Figure 1. Logic cells by family.
The bar under the picture is 100 microns long.
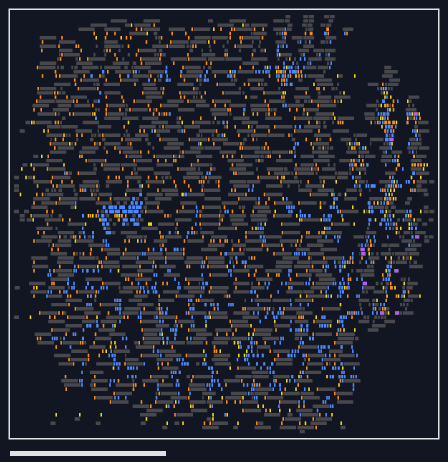
Figure 2. Sizing map.
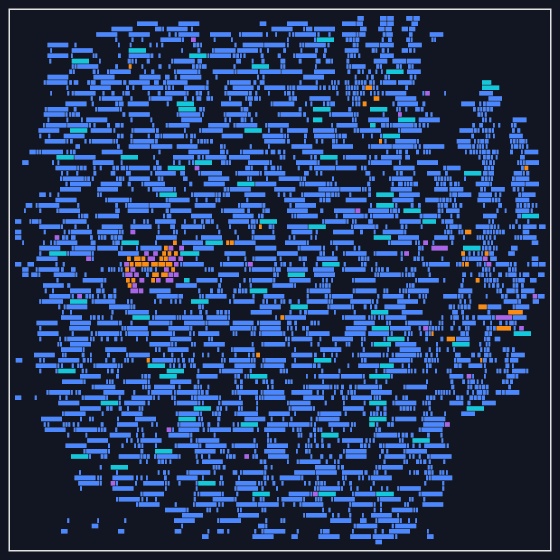
Figure 3. M3 wires.
Cells faint in the background.
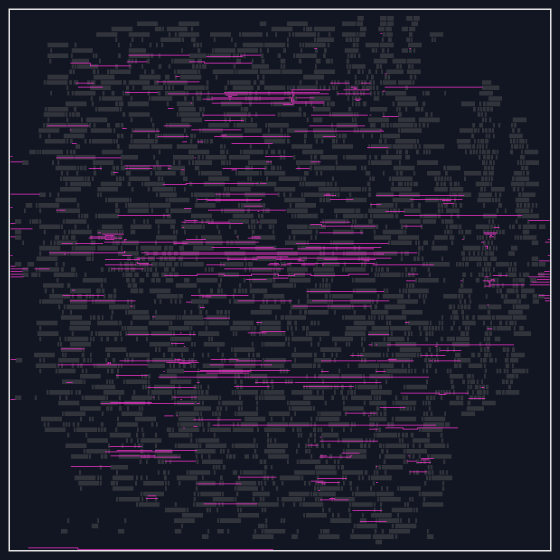
Figure 4. Congestion heat map.
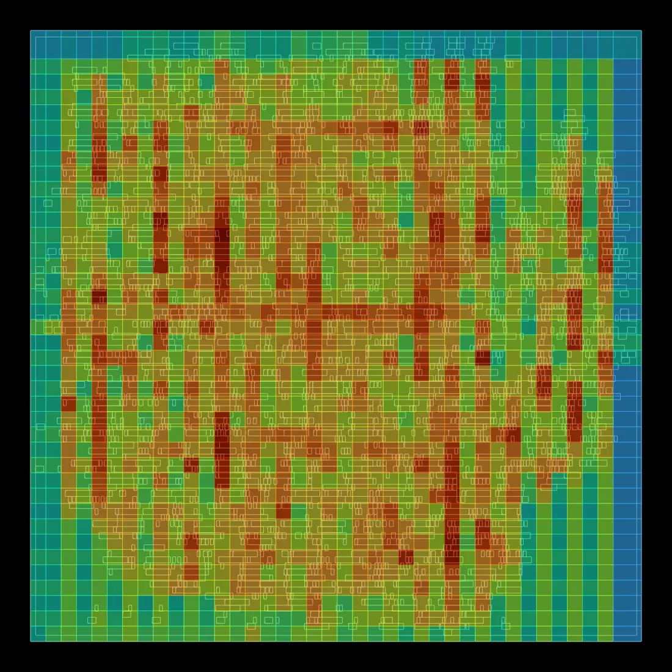
Design note_sequencer_flat, sky130hd; sources not shown.
==> Changelog: implementation <==
## Implementation

- Max Slew Vio Count: 0
- Cell Type Count: 38
- DRT antenna net count: 0
- Post-Syn Nets: 2852
- Die Y-Extent: 275 microns
- Routed WL: 81.5 mm
- DR WL/cell: 21.5 microns
- Worst path slowest cell: clkinv_2
- # port buffers: 61
- Crit path DAT: 5.03 ns
- Via density: 5.18
- TritonCTS clock tree: done
- Synth async-reset ratio: 0%
- DIE WIDTH: 275 microns
- Hold Path Cell Cnt: 2
- Peak supply drop: 0.189 mV
- Worst Tran Pin Value: 1.11 ns
- Top-level I/O count: 62
- Die area: 75600 sq um
- DP HPWL: 45.5 mm
- Seq share, synth: 61.9%
- Outcome: completed
- Core box area: 72800 sq um
- Largest net degree at the start of global routing: 117
- Drt pass-1 iters: 6
- Max frequency: 221 MHz
- Crit Path Max Fanout: 57
- Crit start category: flop
- Clock root buffer master: clkbuf_16
- Max-cap viol count: 0
- Area Overhead vs Synth: 12.9%
- Log Warnings: 31
- H-Tree Depth: 3
- Post-Syn Area: 25700 sq um
- Top FF cell, synth: edfxtp_1
## Picture notes: Figure 1
| family | colour | cells |
|---|---|---|
| nor cells | orange | 763 |
| nand cells | blue | 735 |
| inv cells | yellow | 213 |
| xor and xnor cells | purple | 9 |
most numerous logic cell after layout: nor2_1
non-filler instance count after layout: 3789
fraction of area in multi-input gates: 28.2%

## Picture notes: Figure 2
| size | colour | cells | most used |
|---|---|---|---|
| x6 and larger | cyan | 78 | clkbuf_16 |
| x3 and x4 | purple | 46 | buf_4 |
| x2 | orange | 48 | nand2_2 |
| x1 and smaller | blue | 2658 | nor2_1 |
fin worst setup slack: 1.48 ns
final non-filler cell area: 29000 sq um
Non-CTS buffers: 98

## Picture notes: Figure 3
longest straight run: 140 microns
share of all routed wire: 6.2%
nets with wire on the layer: 173
wire length on this layer: 5040 microns
main direction: horizontal
detailed-route via count: 19600
Global Route met3 Usage: 3.75%

## Picture notes: Figure 4
GR Util met1: 29.9%
Total GRT Usage: 21.6%

layer usage:
layer  wire length [microns]  part of all wire [%]  vias up  global-route usage (%)
met5                       0                     0        -                       0
met4                    1770                   2.2        0                    6.40
met3                    5040                   6.2      104                    3.75
met2                   37600                    46      583                    34.9
met1                   37100                    45     9691                    29.9
li1                        -                     -     9236                       -
Yosys cell counts, types with 2 or more instances:
| cell type | number | area share, % |
|---|---|---|
| edfxtp_1 | 480 | 56 |
| dfxtp_1 | 74 | 5.8 |
| a211oi_2 | 2 | 0.097 |
| nor4_1 | 9 | 0.22 |
| buf_4 | 12 | 0.35 |
| nand3_1 | 202 | 3.9 |
| clkbuf_1 | 111 | 1.6 |
| a21oi_1 | 67 | 1.3 |
| inv_2 | 3 | 0.044 |
| nand2_2 | 4 | 0.097 |
| o31ai_1 | 2 | 0.058 |
| nand3_2 | 2 | 0.078 |
| o21ai_0 | 160 | 3.1 |
| a31oi_1 | 9 | 0.22 |
| xnor2_1 | 3 | 0.10 |
| buf_2 | 42 | 0.82 |
| nor3_1 | 19 | 0.37 |
| xor2_1 | 6 | 0.20 |
| buf_1 | 5 | 0.073 |
| ha_1 | 7 | 0.34 |
| inv_1 | 208 | 3.0 |
| buf_6 | 17 | 0.75 |
| nand4_1 | 13 | 0.32 |
| nor2_1 | 735 | 11 |
| o211ai_1 | 67 | 2.0 |
| a211oi_1 | 3 | 0.088 |
| nand2_1 | 513 | 7.5 |
| o21ai_1 | 19 | 0.37 |
critical path: cells and delay by family (launching register included):
family | cells | cell delay, ns
buf+inv | 3 | 1.68
simple gates | 9 | 1.48
flops | 1 | 0.76
compound gates | 3 | 0.45
cell usage in the layout, fill, tap and decap left out, types with 16 or more instances in the layout:
cell	n
nor2_1	734
nand2_1	489
edfxtp_1	480
inv_1	208
nand3_1	194
o21ai_0	160
dfxtp_1	70
clkbuf_16	69
o211ai_1	67
a21oi_1	67
clkdlybuf4s50_1	61
buf_4	34
nand2_2	23
nor3_1	19
o21ai_1	19
clkinv_1	17
clkbuf_1	16
stage by stage:
step                      hold WS, ns  instance area (sq um)  worst slack, ns  power (uW)  util, %
final                           0.444                  29000             1.48        8950     39.8
after global routing            0.463                  29000             1.05        9280     39.8
after CTS                       0.441                  28900             1.42        9020     39.7
after detailed placement        0.430                  27000             1.27        5260     37.0
after global placement          0.429                  26900             1.35        5250     37.0
after floorplan                 0.419                  25700             2.66        4980        -
power by group:
group	internal, uW	total, uW	switching [uW]
clock	2160	3760	1600
combinational	189	716	527
sequential	4400	4470	72.5
layout make-up:
| cell class | instances | area [sq um] |
|---|---|---|
| clock buffer | 87 | 1810 |
| clock inverter | 29 | 168 |
| fill | 7274 | 43800 |
| inverter | 213 | 806 |
| multi-input combinational | 1849 | 8170 |
| sequential | 554 | 15900 |
| tap | 959 | 1200 |
| timing repair buffer | 98 | 933 |
cell families after synthesis:
family          count (synthesis)  synth area share (%)
compound gates                334                  7.37
flops                         554                  61.9
fa+ha+maj                       7                 0.341
simple gates                 1499                  23.3
xor+xnor                        9                 0.307
buf+inv                       401                  6.79
Power figures rest on the tool's default switching activity, not on a simulated workload.
